==> src/rtl/serial_full_sub.sv <==
// serial_full_sub: bit-serial N-bit subtractor, d = a - b - bin, LSB first.
// One full-subtractor cell is reused across N clocks; an op takes N cycles
// in RUN followed by a single DONE cycle that carries the done pulse.
// Optional feature macro: SERIAL_SUB_OVF_EN adds the signed-overflow port ovf.
// Handshake: start is sampled on a rising edge only while idle (IDLE or DONE);
// a sampled start captures a/b/bin. busy is high for exactly the N RUN cycles,
// done is high for the one cycle after, and d/bout (and ovf) stay valid from
// done until the next accepted start. start seen during RUN is ignored.
module serial_full_sub #(
    parameter int N = 8
) (
    input  logic         clk,
    input  logic         rst,
    input  logic         start,
    input  logic [N-1:0] a,
    input  logic [N-1:0] b,
    input  logic         bin,
    output logic         busy,
    output logic         done,
    output logic [N-1:0] d,
    output logic         bout
`ifdef SERIAL_SUB_OVF_EN
    ,
    output logic         ovf
`endif
);

    localparam int CW = (N > 1) ? $clog2(N) : 1;
    localparam logic [CW-1:0] LAST = CW'(N - 1);

    typedef enum logic [1:0] {
        IDLE = 2'd0,
        RUN  = 2'd1,
        DONE = 2'd2
    } state_t;

    state_t        state;
    state_t        state_next;
    logic          load;

    logic [N-1:0]  sa;
    logic [N-1:0]  sb;
    logic          br;
    logic [CW-1:0] count;

    logic          diff;
    logic          borrow;
    logic          last_bit;

    // Full-subtractor cell on the current LSBs plus the running borrow.
    always_comb begin
        diff     = sa[0] ^ sb[0] ^ br;
        borrow   = (~sa[0] & sb[0]) | (~sa[0] & br) | (sb[0] & br);
        last_bit = (count == LAST);
    end

    // Next-state logic; load marks an accepted start (IDLE or DONE only).
    always_comb begin
        state_next = state;
        load       = 1'b0;
        case (state)
            IDLE: begin
                if (start) begin
                    load       = 1'b1;
                    state_next = RUN;
                end
            end
            RUN: begin
                if (last_bit) begin
                    state_next = DONE;
                end
            end
            DONE: begin
                if (start) begin
                    load       = 1'b1;
                    state_next = RUN;
                end else begin
                    state_next = IDLE;
                end
            end
            default: begin
                state_next = IDLE;
            end
        endcase
    end

    // State register.
    always_ff @(posedge clk or posedge rst) begin
        if (rst) begin
            state <= IDLE;
        end else begin
            state <= state_next;
        end
    end

    // Registered status outputs, decoded from the state being entered.
    always_ff @(posedge clk or posedge rst) begin
        if (rst) begin
            busy <= 1'b0;
            done <= 1'b0;
        end else begin
            busy <= (state_next == RUN);
            done <= (state_next == DONE);
        end
    end

    // Operand shifters, borrow chain, bit counter and result shift register.
    always_ff @(posedge clk or posedge rst) begin
        if (rst) begin
            sa    <= '0;
            sb    <= '0;
            br    <= 1'b0;
            count <= '0;
            d     <= '0;
            bout  <= 1'b0;
        end else if (load) begin
            sa    <= a;
            sb    <= b;
            br    <= bin;
            count <= '0;
            d     <= '0;
            bout  <= 1'b0;
        end else if (state == RUN) begin
            d  <= {diff, d[N-1:1]};
            sa <= {1'b0, sa[N-1:1]};
            sb <= {1'b0, sb[N-1:1]};
            br <= borrow;
            if (last_bit) begin
                // Borrow out of the MSB; count parks at N-1 until next load.
                bout <= borrow;
            end else begin
                count <= count + CW'(1);
            end
        end
    end

`ifdef SERIAL_SUB_OVF_EN
    logic br_msb_in;

    // Borrow into the MSB, captured on the final bit and held with d.
    always_ff @(posedge clk or posedge rst) begin
        if (rst) begin
            br_msb_in <= 1'b0;
        end else if (load) begin
            br_msb_in <= 1'b0;
        end else if ((state == RUN) && last_bit) begin
            br_msb_in <= br;
        end
    end

    // Signed overflow: borrow into the MSB differs from borrow out of it.
    // Both terms are flops that clear together on reset and on load.
    assign ovf = br_msb_in ^ bout;
`endif

endmodule

==> config.mk <==
export PLATFORM = sky130hd
export DESIGN_NAME = serial_full_sub
export DESIGN_NICKNAME = d
export VERILOG_FILES = /design/src/rtl/serial_full_sub.sv
export SDC_FILE = /design/constraint.sdc
export NUM_CORES = 1
export LEC_CHECK = 0
export ABC_AREA = 0
export CORE_MARGIN = 3
export CORE_UTILIZATION = 35
export DETAILED_ROUTE_END_ITERATION = 16
export GPL_ROUTABILITY_DRIVEN = 0
export SLEW_MARGIN = 20
export SYNTH_ARGS = -nofsm -noshare
export SYNTH_HDL_FRONTEND = slang
export SYNTH_SLANG_ARGS = --single-unit
==> constraint.sdc <==
create_clock -name clk -period 2 [get_ports clk]
set_clock_uncertainty 0.2 [all_clocks]
set_input_delay 0.4 -clock clk [delete_from_list [all_inputs] [get_ports clk]]
set_output_delay 0.4 -clock clk [all_outputs]
set_load 0.05 [all_outputs]
==> images/layer_met1.png <==
Bar = 20 um.
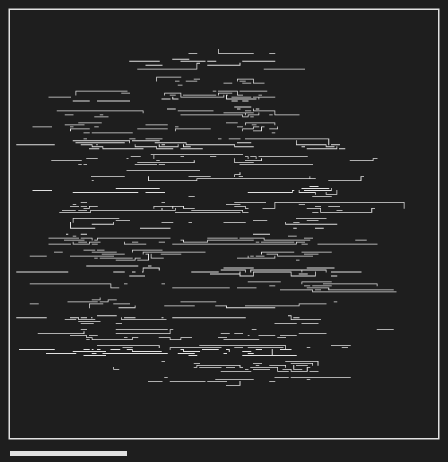
The longest straight run is 22.1 um. 172 nets have wire on it. The layer holds 48% of the routed length. The wires run mostly horizontal. The layer carries 1520 um of wire.

==> images/metal_density.png <==
Bar = 20 um. The die is cut into 15 by 15 equal tiles; black is low, pale yellow is high, scaled to the fullest tile. Values are wire area over tile area, all layers added.
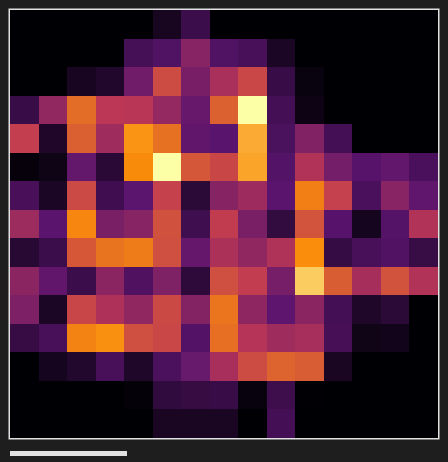
The mean over all tiles is 0.094. The densest ninth of the die: center. 20% of the tiles are over half the peak. The fullest tile reaches 0.37.

==> images/congestion.png <==
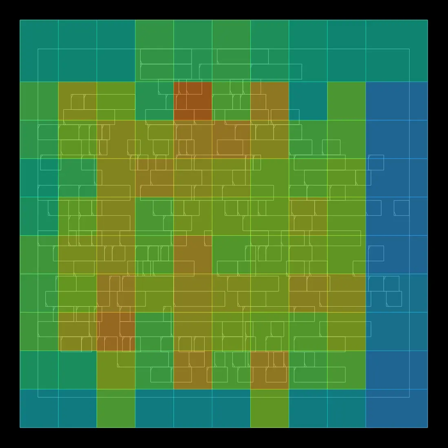
global route hottest layer: met2
M3 GR Usage: 4.545%
final core occ: 47.11%
GR Util met2: 20.66%
met1 Use GR: 17.54%

==> impl_metrics.toml <==
# flow metrics
[status]
outcome = "finished, final reports clean"

[worst_setup_path]
worstReg2RegEnd = "count[0]$_DFFE_PP0P_"
crit_buf_inv = 1
critPathRequiredTime_ns = 1.95
end_kind = "register"
crit_path_start = "start"
slowest_stage = "clkdlybuf4s50_1"
critPathTopFamily = "AND-OR/OR-AND gates"
crit_path_end = "sa[1]$_DFFE_PP0P_"

[floorplanning]
fp.dieH_um = 73.20
core_area_mm2 = 0.004173
n_tap_cell = 50

[logic_synthesis]
logic_family = "AND-OR/OR-AND gates"
edf_count = 0
top_area_share_pct = 52.26
synthFlopType = "dfrtp_1"
xor_share_pct = 0
fa_ha_area_share_pct = 3.642
ys_types = 28
synth_seq_share_pct = 52.26
aoi_share_pct = 21.22
most_common_cell = "dfrtp_1"
synth_stat.cells = 141
ys_area_mm2 = 0.001580

[detailed_routing]
highest_layer = "met4"
wirelength_met1_um = 1523
wl_met3_um = 197
first_pass_iters = 4
drc = 0
wire_per_inst_um = 14.19

[cts]
hold_buffers = 0
ctsResizeCount = 0
cts_buffers = 5
cts_buffer_depth = 2
cts.sinks = 33

[layout]
final_cell_mix = "dfrtp_1 (33), clkdlybuf4s50_1 (19), inv_1 (16), a21oi_1 (16), buf_4 (15)"
bufAreaShareNonClock_pct = 15.40
drive_above_1_share_pct = 19.54
synthToLayoutAreaGrowth_pct = 24.39
seq_area_um2 = 825.8
n_clock_buffer = 7
seq_area_share_pct = 42.01
comb_share_pct = 31.19
ff_count = 33
filler_cell_count = 378
comb_area_um2 = 613.1

[grt]
grt_antenna_before_repair = 0
grt_max_degree = 34

[placement]
dp_hpwl_um = 2272
port_buffers = 30
dp_cells = 216

[power_and_ir_drop]
pg_comb_mw = 1.36
pg_seq_mw = 1.15
p_leak_nw = 0.9109
maxPowerGroup = "combinational logic"
clkPwrFrac_pct = 17.9
power.share.sequential_pct = 37.7

[final_timing]
period_used_pct = 89.54
report.final.slew_viol_count = 0
finalHoldViolations = 0
rsz0062_at_grt = "false"

[job]
drv_cap = 0
## stage by stage
| step | setup TNS, ns | util, % | setup WS (ns) | cell area (um2) |
|---|---|---|---|---|
| after global placement | -0.3509 | 44.68 | -0.03450 | 1864 |
| after floorplan | 0 | - | 0.4543 | 1580 |
| final | 0 | 47.11 | 0.2092 | 1966 |
| after CTS | 0 | 47.11 | 0.1987 | 1966 |
| after global routing | 0 | 47.11 | 0.07487 | 1966 |
| after detailed placement | -1.084 | 44.68 | -0.1026 | 1864 |
## sequential cells by signal (all words and copies together) (netlist names)
| signal | flops |
|---|---|
| busy | 1 |
| br | 1 |
| done | 1 |
| d | 8 |
| sb | 8 |
| count | 3 |
| state | 2 |
| sa | 8 |
| bout | 1 |
